File: src/rtl/fcpu_pkg.sv
// fcpu_pkg: shared types and constants for the fcpu io bridge
package fcpu_pkg;
  typedef enum logic [1:0] {W_IDLE, W_DATA, W_RESP} io_wstate_t;
  typedef enum logic {R_IDLE, R_DATA} io_rstate_t;
  localparam logic [1:0] AXI_RESP_OKAY = 2'b00;
endpackage

File: src/rtl/fcpu_byte_fifo.sv
// fcpu_byte_fifo: synchronous first-word-fall-through byte FIFO
module fcpu_byte_fifo #(
  parameter int DEPTH = 16
) (
  input  logic                     clk,
  input  logic                     nrst,
  input  logic                     push,
  input  logic [7:0]               din,
  input  logic                     pop,
  output logic [7:0]               dout,
  output logic                     full,
  output logic                     empty,
  output logic [$clog2(DEPTH):0]   count
);
  localparam int AW = $clog2(DEPTH);
  logic [7:0]  mem_q [DEPTH];
  logic [7:0]  mem_d [DEPTH];
  logic [AW-1:0] wr_q, wr_d, rd_q, rd_d;
  logic [AW:0]   cnt_q, cnt_d;
  logic          do_push, do_pop;
  always_comb begin
    full    = cnt_q == (AW+1)'(DEPTH);
    empty   = cnt_q == '0;
    count   = cnt_q;
    dout    = empty ? 8'h00 : mem_q[rd_q];
    do_push = push && !full;
    do_pop  = pop && !empty;
    mem_d   = mem_q;
    if (do_push) mem_d[wr_q] = din;
    wr_d    = do_push ? wr_q + 1'b1 : wr_q;
    rd_d    = do_pop ? rd_q + 1'b1 : rd_q;
    cnt_d   = cnt_q + (AW+1)'(do_push) - (AW+1)'(do_pop);
  end
  always_ff @(posedge clk) begin
    if (!nrst) begin
      mem_q <= '{default: '0};
      wr_q  <= '0;
      rd_q  <= '0;
      cnt_q <= '0;
    end else begin
      mem_q <= mem_d;
      wr_q  <= wr_d;
      rd_q  <= rd_d;
      cnt_q <= cnt_d;
    end
  end
endmodule

File: src/rtl/fcpu_io_bridge.sv
// fcpu_io_bridge: AXI4 slave turning fcpu io_* bursts into serial TX/RX byte streams
module fcpu_io_bridge
  import fcpu_pkg::*;
#(
  parameter int TX_DEPTH = 16,
  parameter int RX_DEPTH = 16
) (
  input  logic        clk,
  input  logic        nrst,
  input  logic [3:0]  io_awid,
  input  logic [31:0] io_awaddr,
  input  logic [7:0]  io_awlen,
  input  logic        io_awvalid,
  output logic        io_awready,
  input  logic [7:0]  io_wdata,
  input  logic        io_wstrb,
  input  logic        io_wlast,
  input  logic        io_wvalid,
  output logic        io_wready,
  output logic [3:0]  io_bid,
  output logic [1:0]  io_bresp,
  output logic        io_bvalid,
  input  logic        io_bready,
  input  logic [3:0]  io_arid,
  input  logic [31:0] io_araddr,
  input  logic [7:0]  io_arlen,
  input  logic        io_arvalid,
  output logic        io_arready,
  output logic [3:0]  io_rid,
  output logic [7:0]  io_rdata,
  output logic [1:0]  io_rresp,
  output logic        io_rlast,
  output logic        io_rvalid,
  input  logic        io_rready,
  output logic [7:0]  tx_data,
  output logic        tx_valid,
  input  logic        tx_ready,
  input  logic [7:0]  rx_data,
  input  logic        rx_valid,
  output logic        rx_ready
);
  io_wstate_t w_q, w_d;
  io_rstate_t r_q, r_d;
  logic [3:0] bid_q, bid_d, rid_q, rid_d;
  logic [7:0] cnt_q, cnt_d;
  logic tx_full, tx_empty, rx_full, rx_empty;
  logic aw_hs, w_hs, b_hs, ar_hs, r_hs;
  logic [$clog2(TX_DEPTH):0] tx_count;
  logic [$clog2(RX_DEPTH):0] rx_count;
  logic unused_sink;
  assign unused_sink = ^{io_awaddr, io_awlen, io_araddr, tx_count, rx_count};
  fcpu_byte_fifo #(.DEPTH(TX_DEPTH)) u_tx (
    .clk(clk), .nrst(nrst), .push(w_hs && io_wstrb), .din(io_wdata),
    .pop(tx_ready), .dout(tx_data), .full(tx_full), .empty(tx_empty), .count(tx_count)
  );
  fcpu_byte_fifo #(.DEPTH(RX_DEPTH)) u_rx (
    .clk(clk), .nrst(nrst), .push(rx_valid), .din(rx_data),
    .pop(r_hs), .dout(io_rdata), .full(rx_full), .empty(rx_empty), .count(rx_count)
  );
  always_comb begin
    tx_valid   = !tx_empty;
    rx_ready   = !rx_full;
    io_awready = w_q == W_IDLE;
    io_wready  = w_q == W_DATA && !tx_full;
    io_bvalid  = w_q == W_RESP;
    io_bid     = bid_q;
    io_bresp   = AXI_RESP_OKAY;
    io_arready = r_q == R_IDLE;
    io_rvalid  = r_q == R_DATA && !rx_empty;
    io_rlast   = r_q == R_DATA && cnt_q == 8'd0;
    io_rid     = rid_q;
    io_rresp   = AXI_RESP_OKAY;
    aw_hs      = io_awvalid && io_awready;
    w_hs       = io_wvalid && io_wready;
    b_hs       = io_bvalid && io_bready;
    ar_hs      = io_arvalid && io_arready;
    r_hs       = io_rvalid && io_rready;
    w_d        = aw_hs ? W_DATA : (w_hs && io_wlast) ? W_RESP : b_hs ? W_IDLE : w_q;
    bid_d      = aw_hs ? io_awid : bid_q;
    r_d        = ar_hs ? R_DATA : (r_hs && io_rlast) ? R_IDLE : r_q;
    rid_d      = ar_hs ? io_arid : rid_q;
    cnt_d      = ar_hs ? io_arlen : r_hs ? cnt_q - 8'd1 : cnt_q;
  end
  always_ff @(posedge clk) begin
    if (!nrst) begin
      w_q   <= W_IDLE;
      r_q   <= R_IDLE;
      bid_q <= '0;
      rid_q <= '0;
      cnt_q <= '0;
    end else begin
      w_q   <= w_d;
      r_q   <= r_d;
      bid_q <= bid_d;
      rid_q <= rid_d;
      cnt_q <= cnt_d;
    end
  end
endmodule

File: config.mk
export PLATFORM = sky130hd
export DESIGN_NAME = fcpu_io_bridge
export DESIGN_NICKNAME = d
export VERILOG_FILES = /design/src/rtl/fcpu_pkg.sv /design/src/rtl/fcpu_byte_fifo.sv /design/src/rtl/fcpu_io_bridge.sv
export SDC_FILE = /design/constraint.sdc
export NUM_CORES = 1
export LEC_CHECK = 0
export CAP_MARGIN = 20
export CORE_ASPECT_RATIO = 2
export CORE_MARGIN = 4
export CORE_UTILIZATION = 48
export DETAILED_ROUTE_END_ITERATION = 12
export HOLD_SLACK_MARGIN = 0.12
export PLACE_DENSITY = 0.7
export SYNTH_ARGS = -nofsm -noshare
export SYNTH_HDL_FRONTEND = slang
export SYNTH_HIERARCHICAL = 1
export SYNTH_SLANG_ARGS = --single-unit
export TNS_END_PERCENT = 10
File: constraint.sdc
create_clock -name clk -period 7.1 [get_ports clk]
set_input_delay 1.42 -clock clk [delete_from_list [all_inputs] [get_ports clk]]
set_output_delay 1.42 -clock clk [all_outputs]
set_load 0.02 [all_outputs]
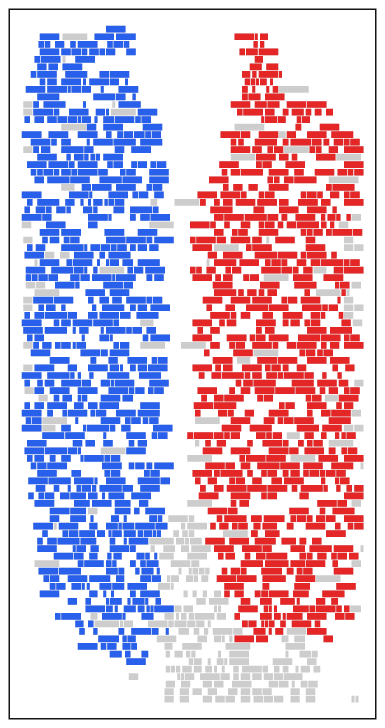
**Above:** placement by RTL instance.
- u_tx: red (cells 554)
- u_rx: blue (cells 560)

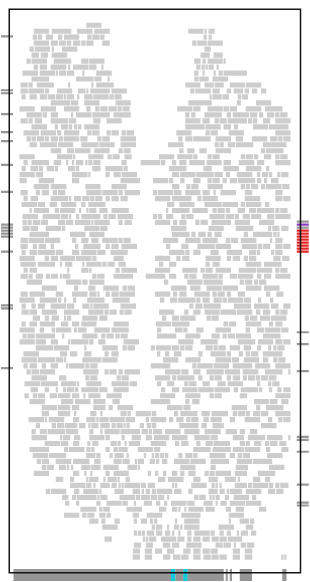
**Above:** ports around the boundary.
Pins as bars across the die edge, other pins in gray.
- tx_data: red (pins 8; direction output; edge east)
- tx_valid: purple (pins 1; direction output; edge east)
- io_rid: cyan (pins 4; direction output; edge south)
- all pins by edge: 114 south, 20 east, 17 west
number of port buffers: 74
DIE WIDTH: 132 µm
Vert. Die Dim: 256 µm

==> impl_metrics.tcl <==
# flow metrics
set metrics [dict create \
    htree_levels 1 \
    setup_viol 0 \
    gp_congestion 0.750 \
    wl_per_cell_um 18.4 \
    top_cell "dfxtp_1" \
    synth_seq_share 0.409 \
    synthArstFlopShare 0 \
    grt_overflow 0 \
    fin_util 0.545 \
    cts-buffers-inserted 28 \
    rows 90 \
    area_growth_pct 11.9 \
    first_pass_iters 6 \
    synth.avg_cell_area_um2 11.2 \
    ff2ff_path_depth 15 \
    r2r-start "u_rx/count[3]" \
    top_cells_by_area "dfxtp_1 41%, mux2i_1 19%, nor2b_1 10%" \
    viasPerCell 5.34 \
    p_per_area_mw_per_mm2 255 \
    finalPower_mw 4.21 \
    yosysUniqueCellTypes 68 \
    synth_cells 1314 \
    status "finished, final reports clean" \
    tightest_slew_ps 1010 \
    max_cap_viol_count 0 \
    nets 1469 \
    chipArea_mm2 0.0337 \
    setup_tns_ps 0 \
    relSlewSlack 0.325 \
    post_cts_resized 0 \
    clockBufferDepth 3 \
    leakagePower_nw 5.57 \
    warning_count 111 \
    r2r_slack_ps 3350 \
    crit_required_ps 5680 \
    hold_viol_final 0 \
    arrival_ps 3400 \
    hold_depth 2 \
    cts.clk_slew.worst_paths_ps 60 \
    holdWs_ps 463 \
    synth_area_leader_cell "dfxtp_1" \
    post_dp_cell_area_mm2 0.0155 \
    fin_crit_ps 4820 \
    core_area_mm2 0.0303 \
    drc 0 \
    hpwl_mm 22.1 \
    slew_viol_final 0 \
    synth_area_mm2 0.0147 \
    n_fill_cell 2566 \
    ir_worst_vdd_uv 214 \
    crit_fanout 27 \
    drive_gt1_frac 0.136 \
    fp_util 0.487 \
    wl_mm 31.6 \
    rsz0062_at_grt "false" \
    critPathCaptureType "output pin" \
    ant_nets 0 \
    diodes 0 \
    synth.yosys.warnings 6 \
    cts_tree "yes" \
    min_from "io_rid[1]" \
    ff_type "dfxtp_1" \
]
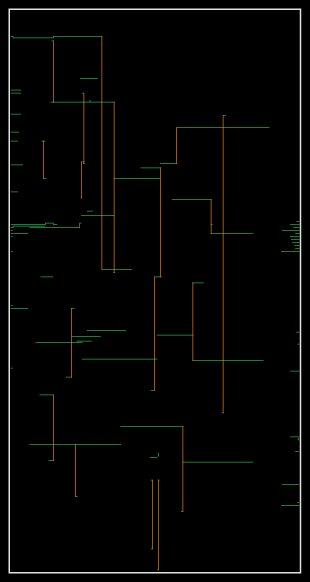
**Above:** wiring by layer.
Two of the layers only.
- M3: green (wire length 689 µm)
- M4: orange (wire length 777 µm)

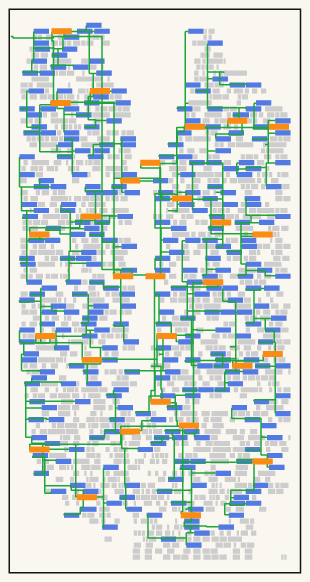
**Above:** routed clock nets over the placement.
- flip-flops: blue (count 301)
- clock-net drivers: orange (count 28)
- clock wires: green (length 3790 µm)
- flops lie: widely spread
- routed clock nets: 29

## power breakdown
group          internal [mW]  leakage (nW)  switching (mW)
combinational          0.364          2.67           0.452
clock                  0.928         0.466           0.646
sequential              1.75          2.43          0.0659
## stage by stage
step / instances / setup slack (ps)
detailed placement: 1666 / 2810
finish: 1716 / 2280
floorplan: 1317 / 3600
global placement: 1666 / 2810
global route: 1716 / 2100
CTS: 1716 / 2210
## layout make-up
class	count	area (µm²)	share of cell area
Inverter	28	110	0.00667
Clock inverter	7	115	0.00698
Sequential cell	301	6030	0.365
Tap cell	368	460	0.0279
Multi-Input combinational cell	880	8080	0.490
Clock buffer	43	848	0.0514
Timing Repair Buffer	89	855	0.0518
## worst max-delay path: stages (launching register included)
cell,delay (ps)
dfxtp_2,860
buf_4,340
mux4_2,530
mux2_2,280
o21ai_0,150
a21oi_1,80
clkdlybuf4s50_1,600
## state kept, by name, indices dropped and copies added (netlist names)
signal      cells
u_rx/rd_q       4
u_tx/rd_q       4
w_q             2
u_rx/count      5
cnt_q           8
u_tx/mem_q    128
u_rx/mem_q    128
r_q             1
io_bid          4
u_tx/count      5
io_rid          4
u_rx/wr_q       4
u_tx/wr_q       4
## placed cells by master (no fill, tap or decap), types with 8 or more instances in the layout
| master | netlist | layout |
|---|---|---|
| dfxtp_1 | 301 | 299 |
| mux2i_1 | 279 | 279 |
| nor2b_1 | 235 | 235 |
| clkdlybuf4s50_1 | 0 | 73 |
| mux4_2 | 64 | 64 |
| nand2_1 | 61 | 61 |
| clkbuf_16 | 0 | 29 |
| inv_1 | 27 | 27 |
| o21ai_0 | 24 | 24 |
| ha_1 | 24 | 24 |
| a21oi_1 | 22 | 22 |
| and2_1 | 17 | 17 |
| mux2_2 | 16 | 16 |
| buf_4 | 23 | 15 |
| nor3_4 | 13 | 13 |
| xnor2_1 | 12 | 12 |
| nand3_1 | 8 | 8 |
## cells by family after synthesis
logic type	after synthesis	synth area share
buffers and inverters	136	0.0467
AND/OR/NAND/NOR	405	0.184
multiplexers	360	0.300
AND-OR/OR-AND	69	0.0272
XOR/XNOR	16	0.00951
flip-flops	301	0.409
adder cells (fa/ha/maj)	26	0.0231
other	1	0.000254
## layer usage
metal | routed length (µm) | track usage | share of wire | vias up
li1 | - | - | - | 4596
met1 | 11700 | 0.191 | 0.37 | 4425
met2 | 18500 | 0.383 | 0.58 | 105
met3 | 688 | 0.0197 | 0.022 | 41
met4 | 776 | 0.0575 | 0.025 | 0
met5 | 0 | 0 | 0 | -
## how the worst max path moves through the flow
stage / start / slack (ps) / depth (start not counted) / endpoint
2_1_floorplan: io_rready / 3600 / 13 / u_rx/count[4]
3_3_place_gp: u_tx/rd_q[1] / 2810 / 6 / tx_data[1]
4_1_cts: u_tx/rd_q[1] / 2210 / 6 / tx_data[4]
6_report: u_tx/rd_q[1] / 2280 / 6 / tx_data[4]
3_5_place_dp: rx_valid / 2810 / 12 / u_rx/count[4]
5_1_grt: u_tx/rd_q[1] / 2100 / 6 / tx_data[1]
No activity file was given, so power comes from the tool's default toggle rates.
